Design uart_core, sky130hd; sources not shown.
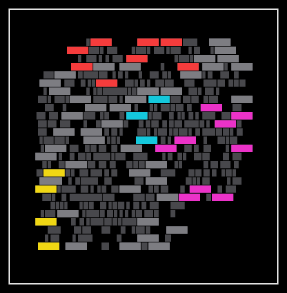
(images/registers.png)
Scale: 3 px per um. Other sequential cells in the stronger gray, the rest of the logic in the fainter gray.
| netlist name | color | flops |
|---|---|---|
| `txBitCnt` | yellow | 4 |
| `uRxTimer.cnt` | magenta | 9 |
| `opRxData` | red | 8 |
| `rxState` | cyan | 3 |
not colored: 41
area taken by flip-flops and latches: 1303 sq um
power attributed to sequential cells: 1100 uW
sequential share of cell area: 39.52%
utilization of the core after routing: 61.74%

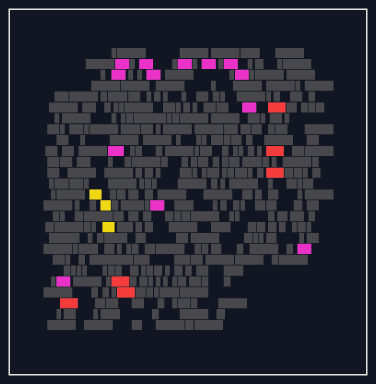
(images/gate_families.png)
Scale: 4 px per um.
| family | color | cells |
|---|---|---|
| AND-OR and OR-AND gates | yellow | 3 |
| multiplexers | magenta | 13 |
| adder and majority cells | red | 6 |
non-filler cells, final: 429
most frequently placed logic cell in the final layout: sky130_fd_sc_hd__dfxtp_1
fraction of area in multi-input gates: 48.06%

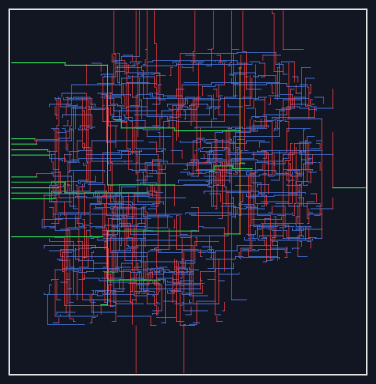
(images/metal_stack.png)
Scale: 4 px per um.
| layer | color | wire length |
|---|---|---|
| met3 | green | 277 um |
| met4 | orange | 89.8 um |
| met1 | blue | 2910 um |
| met2 | red | 2820 um |
routed vias: 2425
total wire length after detailed routing: 6103 um
post-detailed-route wirelength per cell: 14.23 um
global-route total usage across every layer: 16.29%

==> impl_metrics.toml <==
# generated from flow reports
[status]
outcome = "finished, final reports clean"

[final_timing]
final-max-slew-violation-count = 0
grt_setup_unrepaired = "true"
fmax_mhz = 370.6
finalHoldViolCount = 0
timing.final.crit_period_ps = 2699
holdWs_ps = 36.11
final.period_utilization_pct = 98.13
transition_at_the_pin_with_the_smallest_max_transition_slack_ps = 656.0
timing.final.ws_setup_ps = 51.33
slew_headroom_pct = 55.93
setup-violations-final = 0

[clock_network]
clk_pin_slew_worst_paths_ps = 70
cts_num_sinks = 65
clock_tree.buffer_depth = 2
cts_hold_buf = 0
cts_made_buffers = 9
clock-root-buffer = "sky130_fd_sc_hd__clkbuf_8"
cts_htree_levels = 3
tritoncts = "done"
clock.latency.late_pin_ps = 340

[route]
vias_per_cell = 5.653
number_of_drc_markers_in_iteration_0 = 167
dr.pass1.iters = 5
route.antenna.remaining_nets = 0
drc = 0

[grt]
grt_pass1_wl_um = 10620
grt_start_max_net_pins = 47
antenna_found_initial = 0
globalRouteOverflowTotal = 0
first_global_vias = 2341

[die]
fp.coreArea_sq_um = 5338
ioPinCount = 25
die.size.y_um = 91
core_util_floorplan_pct = 56.84
floorplan.die.width_um = 89
chip_area_sq_um = 8099
core.rowCount = 27

[yosys]
post-synth-top-area-fraction_pct = 42.89
synth.cells.most_frequent = "sky130_fd_sc_hd__dfxtp_1, sky130_fd_sc_hd__nor2_1, sky130_fd_sc_hd__a21oi_1, sky130_fd_sc_hd__nand2_1, sky130_fd_sc_hd__xnor2_1"
number_of_flops_mapped_to_enable_cells_by_yosys = 0
synth.yosys.chip_area_sq_um = 3034
cell_type_with_the_largest_total_area = "sky130_fd_sc_hd__dfxtp_1"
syn-instance-count = 351
ys_seq_elements = 65
postSynthNetCount = 369
flip_flop_cell_with_the_highest_count_after_synthesis = "sky130_fd_sc_hd__dfxtp_1"
synth_cell_types = 50
synth-cells-yosys = 351
asyncSetResetFlopFracSynth_pct = 0
synthTopCellsByArea = "sky130_fd_sc_hd__dfxtp_1, sky130_fd_sc_hd__a21oi_1, sky130_fd_sc_hd__nor2_1, sky130_fd_sc_hd__xnor2_1, sky130_fd_sc_hd__nand2_1"
sequential_to_total_area_share_from_yosys_stat_pct = 42.89
yosysWarnings = 0
synth_top_cell_by_count = "sky130_fd_sc_hd__dfxtp_1"
synth.avg_cell_area_sq_um = 8.644
netlist_area_sq_um = 3034

[worst_setup_path]
worstPathArrival_ps = 2190
crit_path_top_delay_cell = "sky130_fd_sc_hd__or4b_4"
cp.buffers_inverters = 2
ff_to_ff_setup_slack_ps = 310
timing.critical_path.required_ps = 2240
critical_path.cell_chain = "inv_2, ha_1, or4b_4, or2_1, or3_1, a21oi_2, buf_4"
worst_path_dominant_cell_family = "simple AND/OR/NAND/NOR gates"
cp-end-kind = "primary output"
highest_fanout_seen_on_the_critical_path = 3
timing_worst_setup_path_type = "flip-flop to primary output"
timing.reg2reg.worst_path_depth = 8
cpPeakStageDelay_ps = 470
worst-path-stages = 7
critical_path.startpoint_type = "flip-flop"

[placement]
placedCellCount = 414
preCtsSetupSlack_ps = 270.2
hpwlAfterDp_um = 4206
port_buffers = 0

[layout]
layout.nets = 371
layout_top_cells = "sky130_fd_sc_hd__dfxtp_1, sky130_fd_sc_hd__nor2_1, sky130_fd_sc_hd__a21oi_1, sky130_fd_sc_hd__nand2_1, sky130_fd_sc_hd__xnor2_1"
synthToLayoutAreaGrowth_pct = 8.619
post_route_cells_drive_above_1_share_pct = 12.61
n_antenna_cell = 0

[power]
vdd_drop_max_mv = 0.4259
power.leakage_uw = 0.001294
power_density_nw_per_um2 = 741.7

[hold_path]
min-delay-path-class = "input pin to flip-flop"
hold_depth = 1

[run]
warning_count = 29
max-cap-violations = 0
==> what timing repair did <==
item                       in CTS  in global routing
setup buffers                   0                  0
pin swaps                       1                  0
setup endpoints to repair       1                  1
resized                         3                  2
==> final cells by class <==
class | count | area [sq um]
repair buffers | 10 | 75.07
multi-input cells | 251 | 1584
fillers | 495 | 2042
clock inverters | 6 | 60.06
inverters | 16 | 60.06
clock buffers | 9 | 123.9
flip-flops and latches | 65 | 1303
well taps | 72 | 90.09
==> through the flow <==
stage	area, sq um	setup TNS [ps]	power (uW)
floorplan	3034	0	1556
global placement	3103	0	1666
detailed placement	3103	0	1680
CTS	3292	0	2456
global route	3296	-26.19	2583
finish	3296	0	2444
==> power by group <==
group | internal (uW) | leakage, uW | switching [uW]
combinational | 252 | 0.000674 | 320
sequential | 1020 | 0.000529 | 82.9
clock | 408 | 0.0000909 | 365
total | 1680 | 0.00129 | 768
==> kinds of logic (layout without fill, tap and decap cells) <==
group / after synthesis / in the layout / share of synthesized area (%)
adders and majority gates: 6 / 6 / 2.474
xor gates and xnor gates: 25 / 25 / 7.670
buffers and inverters: 35 / 41 / 5.155
AOI/OAI and AO/OA: 71 / 71 / 15.01
muxes: 13 / 13 / 4.330
and+or+nand+nor: 136 / 136 / 22.47
DFF: 65 / 65 / 42.89
==> routing by layer <==
layer	vias to the layer above	part of all wire, %	GRT usage, %	routed length, um
li1	1227	-	-	-
met1	1161	48	20.26	2912
met4	0	1.5	8.599	89
met2	28	46	24.92	2824
met3	9	4.5	4.324	276
met5	-	0	0	0
Power is estimated from default activity; no workload was simulated.
